--- src/rtl/btb_ctrl.sv ---
// btb_ctrl: sequences the single-port BTB SRAM between fetch lookups and branch-resolve updates.
//   clk, rst_n           clock, synchronous active-low reset
//   flush                drop pending updates and the in-flight lookup, then re-clear the table
//   lkp_*                lookup request/ready, one-cycle response (hit, target)
//   upd_*                update request/ready with pc, target, invalidate flag
//   init_busy            table clear sweep in progress
//   sram_*               1RW SRAM port (csb/web active low, dout valid the cycle after a read)
module btb_ctrl #(
    parameter int unsigned IDX_W      = 4,
    parameter int unsigned DATA_W     = 56,
    parameter int unsigned STARVE_MAX = 4
) (
    input  logic              clk,
    input  logic              rst_n,
    input  logic              flush,
    input  logic              lkp_req,
    input  logic [31:0]       lkp_pc,
    output logic              lkp_rdy,
    output logic              lkp_resp_valid,
    output logic              lkp_hit,
    output logic [31:0]       lkp_target,
    input  logic              upd_req,
    input  logic [31:0]       upd_pc,
    input  logic [31:0]       upd_target,
    input  logic              upd_inval,
    output logic              upd_rdy,
    output logic              init_busy,
    output logic              sram_csb0,
    output logic              sram_web0,
    output logic [IDX_W-1:0]  sram_addr0,
    output logic [DATA_W-1:0] sram_din0,
    input  logic [DATA_W-1:0] sram_dout0
);

    localparam int unsigned TAG_W = 29 - IDX_W;
    localparam int unsigned CNT_W = $clog2(STARVE_MAX + 1);

    typedef enum logic {S_INIT, S_RUN} state_e;

    // pc is kept as pc[30:2]: pc[31] is intentionally not part of the tag
    typedef struct packed {
        logic [28:0] pc;
        logic [29:0] tgt;
        logic        inval;
    } upd_t;

    state_e           state_q, state_d;
    logic [IDX_W-1:0] init_cnt_q, init_cnt_d;
    upd_t             fifo0_q, fifo0_d, fifo1_q, fifo1_d;
    logic [1:0]       cnt_q, cnt_d;
    logic [CNT_W-1:0] starve_q, starve_d;
    logic             resp_q;
    logic [TAG_W-1:0] tag_q;
    logic             byp_hit_q, byp_inval_q, byp_hit_d, byp_inval_d;
    logic [29:0]      byp_tgt_q, byp_tgt_d;

    logic             do_wr, do_rd, upd_acc;
    logic [1:0]       wr_idx;
    logic             m0, m1, sram_hit, hit_raw;
    logic [29:0]      tgt_raw;
    upd_t             upd_new;
    logic             unused_bits;

    assign unused_bits = ^{lkp_pc[31], lkp_pc[1:0], upd_pc[31], upd_pc[1:0], upd_target[1:0]};
    assign upd_new     = '{pc: upd_pc[30:2], tgt: upd_target[31:2], inval: upd_inval};

    // SRAM issue arbitration: sweep in INIT, else pending write vs. lookup read
    always_comb begin
        sram_csb0  = 1'b1;
        sram_web0  = 1'b1;
        sram_addr0 = '0;
        sram_din0  = '0;
        lkp_rdy    = 1'b0;
        upd_rdy    = 1'b0;
        do_wr      = 1'b0;
        do_rd      = 1'b0;
        if (rst_n) begin
            if (state_q == S_INIT) begin
                sram_csb0  = 1'b0;
                sram_web0  = 1'b0;
                sram_addr0 = init_cnt_q;
            end else if (!flush) begin
                upd_rdy = (cnt_q != 2'd2);
                if ((cnt_q != 2'd0) && (!lkp_req || (starve_q == CNT_W'(STARVE_MAX)))) begin
                    do_wr      = 1'b1;
                    sram_csb0  = 1'b0;
                    sram_web0  = 1'b0;
                    sram_addr0 = fifo0_q.pc[IDX_W-1:0];
                    sram_din0  = {~fifo0_q.inval, fifo0_q.pc[28:IDX_W],
                                  fifo0_q.inval ? 30'd0 : fifo0_q.tgt};
                end else begin
                    lkp_rdy = 1'b1;
                    if (lkp_req) begin
                        do_rd      = 1'b1;
                        sram_csb0  = 1'b0;
                        sram_addr0 = lkp_pc[IDX_W+1:2];
                    end
                end
            end
        end
    end

    // Forwarding from entries already queued at the start of this cycle; youngest wins
    always_comb begin
        m0          = (cnt_q != 2'd0) && (fifo0_q.pc == lkp_pc[30:2]);
        m1          = (cnt_q == 2'd2) && (fifo1_q.pc == lkp_pc[30:2]);
        byp_hit_d   = m0 | m1;
        byp_inval_d = m1 ? fifo1_q.inval : fifo0_q.inval;
        byp_tgt_d   = m1 ? fifo1_q.tgt   : fifo0_q.tgt;
    end

    // Next state for FIFO, starvation counter and INIT sweep
    always_comb begin
        state_d    = state_q;
        init_cnt_d = init_cnt_q;
        fifo0_d    = fifo0_q;
        fifo1_d    = fifo1_q;
        cnt_d      = cnt_q;
        starve_d   = starve_q;
        upd_acc    = upd_req & upd_rdy;
        wr_idx     = 2'(cnt_q - 2'(do_wr));
        if (flush) begin
            state_d    = S_INIT;
            init_cnt_d = '0;
            cnt_d      = 2'd0;
            starve_d   = '0;
        end else if (state_q == S_INIT) begin
            init_cnt_d = IDX_W'(init_cnt_q + IDX_W'(1));
            if (&init_cnt_q) begin
                state_d = S_RUN;
            end
        end else begin
            if (do_wr) begin
                fifo0_d  = fifo1_q;
                starve_d = '0;
            end else if (do_rd && (cnt_q != 2'd0) && (starve_q != CNT_W'(STARVE_MAX))) begin
                starve_d = CNT_W'(starve_q + CNT_W'(1));
            end
            if (upd_acc) begin
                if (wr_idx == 2'd0) begin
                    fifo0_d = upd_new;
                end else begin
                    fifo1_d = upd_new;
                end
            end
            cnt_d = 2'(wr_idx + 2'(upd_acc));
        end
    end

    always_ff @(posedge clk) begin
        if (!rst_n) begin
            state_q     <= S_INIT;
            init_cnt_q  <= '0;
            fifo0_q     <= '0;
            fifo1_q     <= '0;
            cnt_q       <= 2'd0;
            starve_q    <= '0;
            resp_q      <= 1'b0;
            tag_q       <= '0;
            byp_hit_q   <= 1'b0;
            byp_inval_q <= 1'b0;
            byp_tgt_q   <= '0;
        end else begin
            state_q    <= state_d;
            init_cnt_q <= init_cnt_d;
            fifo0_q    <= fifo0_d;
            fifo1_q    <= fifo1_d;
            cnt_q      <= cnt_d;
            starve_q   <= starve_d;
            resp_q     <= do_rd;
            if (do_rd) begin
                tag_q       <= lkp_pc[30:IDX_W+2];
                byp_hit_q   <= byp_hit_d;
                byp_inval_q <= byp_inval_d;
                byp_tgt_q   <= byp_tgt_d;
            end
        end
    end

    // Response: SRAM data is only valid this cycle, so hit/target are formed from dout directly
    always_comb begin
        sram_hit = sram_dout0[DATA_W-1] && (sram_dout0[DATA_W-2 -: TAG_W] == tag_q);
        if (byp_hit_q) begin
            hit_raw = ~byp_inval_q;
            tgt_raw = byp_tgt_q;
        end else begin
            hit_raw = sram_hit;
            tgt_raw = sram_dout0[29:0];
        end
        lkp_resp_valid = rst_n & resp_q & ~flush;
        lkp_hit        = lkp_resp_valid & hit_raw;
        lkp_target     = lkp_hit ? {tgt_raw, 2'b00} : 32'd0;
        init_busy      = ~rst_n | (state_q == S_INIT);
    end

endmodule

--- config.mk ---
export PLATFORM = sky130hd
export DESIGN_NAME = btb_ctrl
export DESIGN_NICKNAME = d
export VERILOG_FILES = /design/src/rtl/btb_ctrl.sv
export SDC_FILE = /design/constraint.sdc
export NUM_CORES = 1
export LEC_CHECK = 0
export CAP_MARGIN = 40
export CORE_UTILIZATION = 45
export DETAILED_ROUTE_END_ITERATION = 10
export PLACE_DENSITY = 0.88
export SYNTH_ARGS = -nofsm -noshare
export SYNTH_HDL_FRONTEND = slang
export SYNTH_SLANG_ARGS = --single-unit
export TNS_END_PERCENT = 1
--- constraint.sdc ---
create_clock -name clk -period 2 [get_ports clk]
set_clock_uncertainty 0.05 [all_clocks]
set_input_delay 0.2 -clock clk [delete_from_list [all_inputs] [get_ports clk]]
set_output_delay 0.2 -clock clk [all_outputs]
set_load 0.02 [all_outputs]
==> results.txt, run 1 <==
yosys + openroad results -> type of the worst min-delay path=in2reg, Vias/cell=5.75, tool warnings=37, port bufs=246, Nets=1,801, Yosys Chip Area=10,300 um^2, post-synthesis xor/xnor area fraction=7.38%, Slowest cell on crit path=nor4b_4, Fin Setup TNS=-28.51 ns, Compound Share, Synth=20.0%, WS Path Type=reg2out, violated checks=negative setup slack, Bufs and invs on worst path=2, pwr dens=538 nW/um^2, Post-synth EDFFs=0, ys cells=1,391, post-CTS sizing=512, Clk pin slew, worst setup/hold paths=0.07 ns, Worst EP required=1.75 ns, cycle use final=129%, M1 WL=14,300 um, Comb area=6440 um^2, Setup Viol. Count Final=96, Synth Instances=1,391, Max Cap Viol=0, HPWL Detailed=24,600 um, Critical Path End Type=output port, number of routed nets with antenna violations=0, CTS tree=yes, synthesized area=10,300 um^2, total vias in the final route=11,100, core region area=22,600 um^2, worst setup margin=-0.577 ns, Late-Pin Clk Latency=0.43 ns, Inserted Clock Buffers=17, Netlist cell types=45, Met2 Wirelength=18,700 um, WL met3=2900 um, status=complete, but fails checks, first-pass iteration count of the detailed router=6, Detailed Route WL=37,100 um, die width=153 um, Max VDD drop=0.523 mV, ys flops=188, Commonest Layout Cell=nand2_1, Area Overhead vs Synth=42.2%, CP peak stage delay=0.38 ns, Synth async-reset ratio=0%, share of cells above drive strength 1=18.1%
run 1: where the power goes:
part	leakage (nW)	internal [mW]	total [mW]	switching [mW]
Combinational	3.50	0.425	0.730	0.305
Sequential	1.52	3.74	3.75	0.00319
Clock	0.287	1.99	3.42	1.43
run 1: final cells by class:
class,instances,area share (%)
multi-input cells,1077,43.9
flip-flops and latches,188,25.7
repair buffers,346,23.8
clock buffers,23,3.39
well taps,285,2.43
clock inverters,6,0.588
inverters,9,0.230
run 1: sequential cells by signal, summed over array words and instances, names as in the netlist:
name,cells
fifo0_q,60
fifo1_q,60
byp_tgt_q,30
tag_q,25
init_cnt_q,4
starve_q,3
cnt_q,2
byp_hit_q,1
byp_inval_q,1
resp_q,1
state_q,1
run 1: path summary, 6_finish.rpt:
kind	depth (start not counted)	start	slack, ns	end
setup reg to reg	10	starve_q[1]	-0.21	cnt_q[1]
hold reg to reg	2	fifo0_q[19]	0.43	fifo0_q[19]
hold / removal	3	upd_target[5]	0.30	fifo1_q[4]
setup / recovery	7	tag_q[2]	-0.58	lkp_target[5]
run 1: stage by stage:
step	std cells	cell area (um^2)	setup slack, ns	power (mW)	util, %
global route	1934	14700	-0.639	8.12	65.0
floorplan	1392	10400	0.0161	4.01	-
CTS	1932	14200	-0.607	7.90	63.1
finish	1934	14700	-0.577	7.90	65.0
detailed placement	1902	13700	-1.12	4.53	60.5
global placement	1902	13700	-0.977	4.52	60.5
run 1: tightest hold or removal path: stages:
cell and delay [ns]:
clkdlybuf4s50_1 0.41, nand2_1 0.06, a21boi_0 0.06
run 1: layer usage:
layer | track usage [%] | up-vias
met5 | 0 | -
met4 | 13.5 | 0
met3 | 4.71 | 99
met1 | 36.5 | 5223
li1 | - | 5216
met2 | 53.5 | 582
==> run_1/route_heat.png <==
Scale: 2 px per um. 31 x 31 tiles, from dark purple (low) to yellow (high), scaled to the fullest tile. Values are wire area over tile area, all layers added.
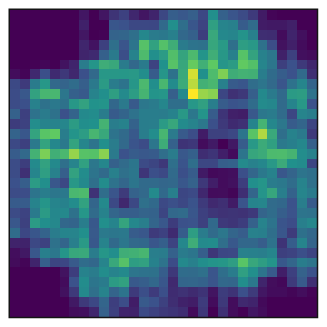
mean over tiles: 0.26
tiles over half the peak: 16%
fullest tile: 0.82
nearly empty tiles: 10%

==> run_1/class_map.png <==
Scale: 3 px per um.
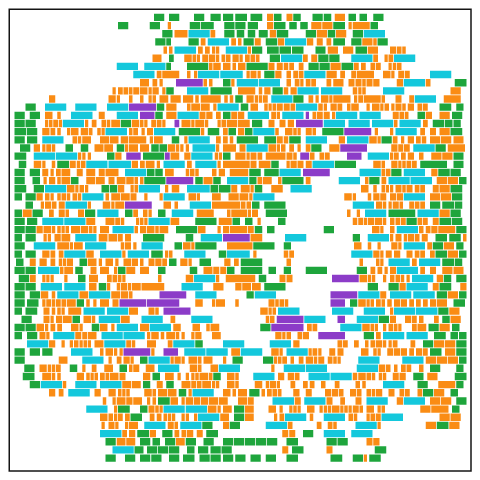
| class | color | cells |
|---|---|---|
| remaining logic cells | orange | 1,086 |
| registers | cyan | 188 |
| remaining buffers and delay cells | green | 346 |
| clock drivers and dummy loads | purple | 29 |

==> run_1/sizing.png <==
Scale: 2 px per um.
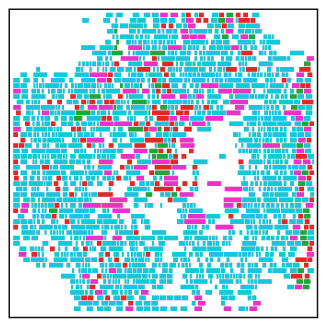
| size | color | cells | share |
|---|---|---|---|
| x1 and smaller | cyan | 1,350 | 82% |
| x6 and larger | magenta | 104 | 6.3% |
| x3 and x4 | red | 148 | 9.0% |
| x2 | green | 47 | 2.9% |

==> run_1/m3.png <==
Scale: 2 px per um.
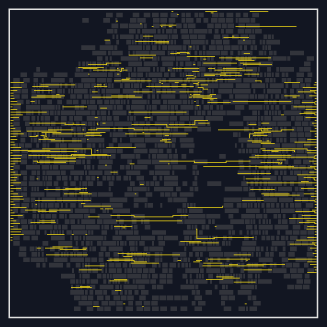
wire length on this layer: 2,900 um
share of all routed wire: 7.8%
main direction: horizontal

--- run 2 (diff from run 1) ---
--- a/config.mk
+++ b/config.mk
@@ -6,6 +6,7 @@
 export NUM_CORES = 1
 export LEC_CHECK = 0
 export CAP_MARGIN = 40
+export CORE_ASPECT_RATIO = 0.6
 export CORE_UTILIZATION = 45
 export DETAILED_ROUTE_END_ITERATION = 10
 export PLACE_DENSITY = 0.88
==> run_2/m3.png <==
Scale: 2 px per um.
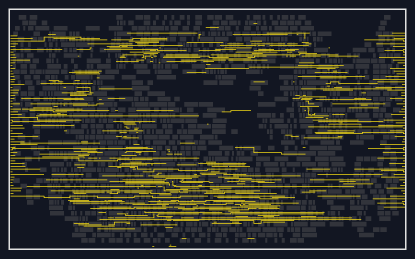
nets with wire on the layer: 312
main direction: horizontal
wire length on this layer: 5,710 um
share of all routed wire: 14%
longest straight run: 131 um

==> run_2/route_heat.png <==
Scale: 2 px per um. 40 x 24 tiles, from dark purple (low) to yellow (high), scaled to the fullest tile. Values are wire area over tile area, all layers added.
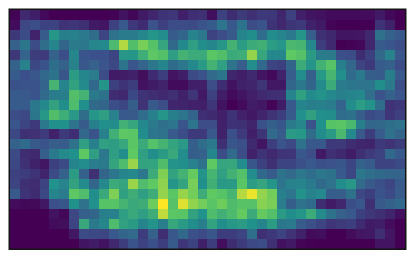
GRT Util Overall: 33.0%
total vias in the final route: 11,400

==> results.txt, run 2 <==
yosys + openroad results -> die width=198 um, reg-to-reg startpoint=starve_q[0], Worst EP required=1.75 ns, CTS tree=yes, total power=8.10 mW, Comb area=6340 um^2, Nets=1,799, biggest regs=fifo0_q (60), fifo1_q (60), byp_tgt_q (30), Crit path depth=7, Netlist cell types=45, Post-synth EDFFs=0, final std cell area, no fill=14,500 um^2, Setup Viol. Count Final=100, Synth async-reset ratio=0%, Clk pin slew, worst setup/hold paths=0.08 ns, port bufs=246, Worst R2R Setup Slack=-0.19 ns, Area Overhead vs Synth=40.3%, Post-DP Area=13,600 um^2, Max VDD drop=0.718 mV, status=complete, but fails checks, Core Util, Final=65.0%, first-pass iteration count of the detailed router=6, Detailed Route WL=39,500 um, ys cells=1,391, Slowest cell on crit path=dfxtp_2, Compound Share, Synth=20.0%, worst setup margin=-0.396 ns, Non-Filler Instances=1,959, Reg2Reg Capture Point=cnt_q[1], CP peak stage delay=0.35 ns, HPWL Detailed=26,300 um, violated checks=negative setup slack
run 2: cell counts after synthesis:
Identical to the previous run, type by type.
run 2: cell type report:
type                            instances  area share, %
Antenna cell                            1         0.0173
Clock buffer                           17           2.94
Clock inverter                         15           1.37
Inverter                                9          0.233
Multi-Input combinational cell       1077           43.8
Sequential cell                       188           26.1
Tap cell                              308           2.66
Timing Repair Buffer                  344           23.0
run 2: layer usage:
metal  up-vias  global-route usage, %  routed length (um)  share of wire (%)
li1       5219                      -                   -                  -
met1      5320                   46.5               16400                 41
met2       808                   48.7               16700                 42
met3        89                   9.71                5710                 14
met4         4                   8.72                 739                1.9
met5         -                      0                  27              0.068
run 2: tightest hold or removal path, stage by stage:
cell and delay (ns):
clkdlybuf4s50_1 0.41, nand2_1 0.07, a21boi_1 0.05
run 2: worst min-delay path by stage:
stage / depth (start not counted) / start / to / slack [ns]
finish: 3 / upd_pc[19] / fifo1_q[48] / 0.29
global route: 3 / upd_target[25] / fifo1_q[24] / 0.29
CTS: 3 / upd_target[25] / fifo1_q[24] / 0.29
detailed placement: 2 / fifo0_q[18] / fifo0_q[18] / 0.42
global placement: 2 / fifo0_q[21] / fifo0_q[21] / 0.41
floorplan: 2 / upd_inval / fifo1_q[0] / 0.29
run 2: what timing repair did:
| item | 4_1_cts | 5_1_grt |
|---|---|---|
| resized | 544 | 102 |
| cloned | 2 | 0 |
| endpoints found under the setup margin | 275 | 264 |
| pin swaps | 13 | 10 |
| setup buffers | 5 | 0 |
run 2: where the power goes:
part	leakage [nW]	switching (mW)	internal, mW
combinational	3.43	0.300	0.422
clock	0.306	1.71	1.92
sequential	1.52	0.00237	3.74
total	5.25	2.01	6.08
Power is estimated from default activity; no workload was simulated.
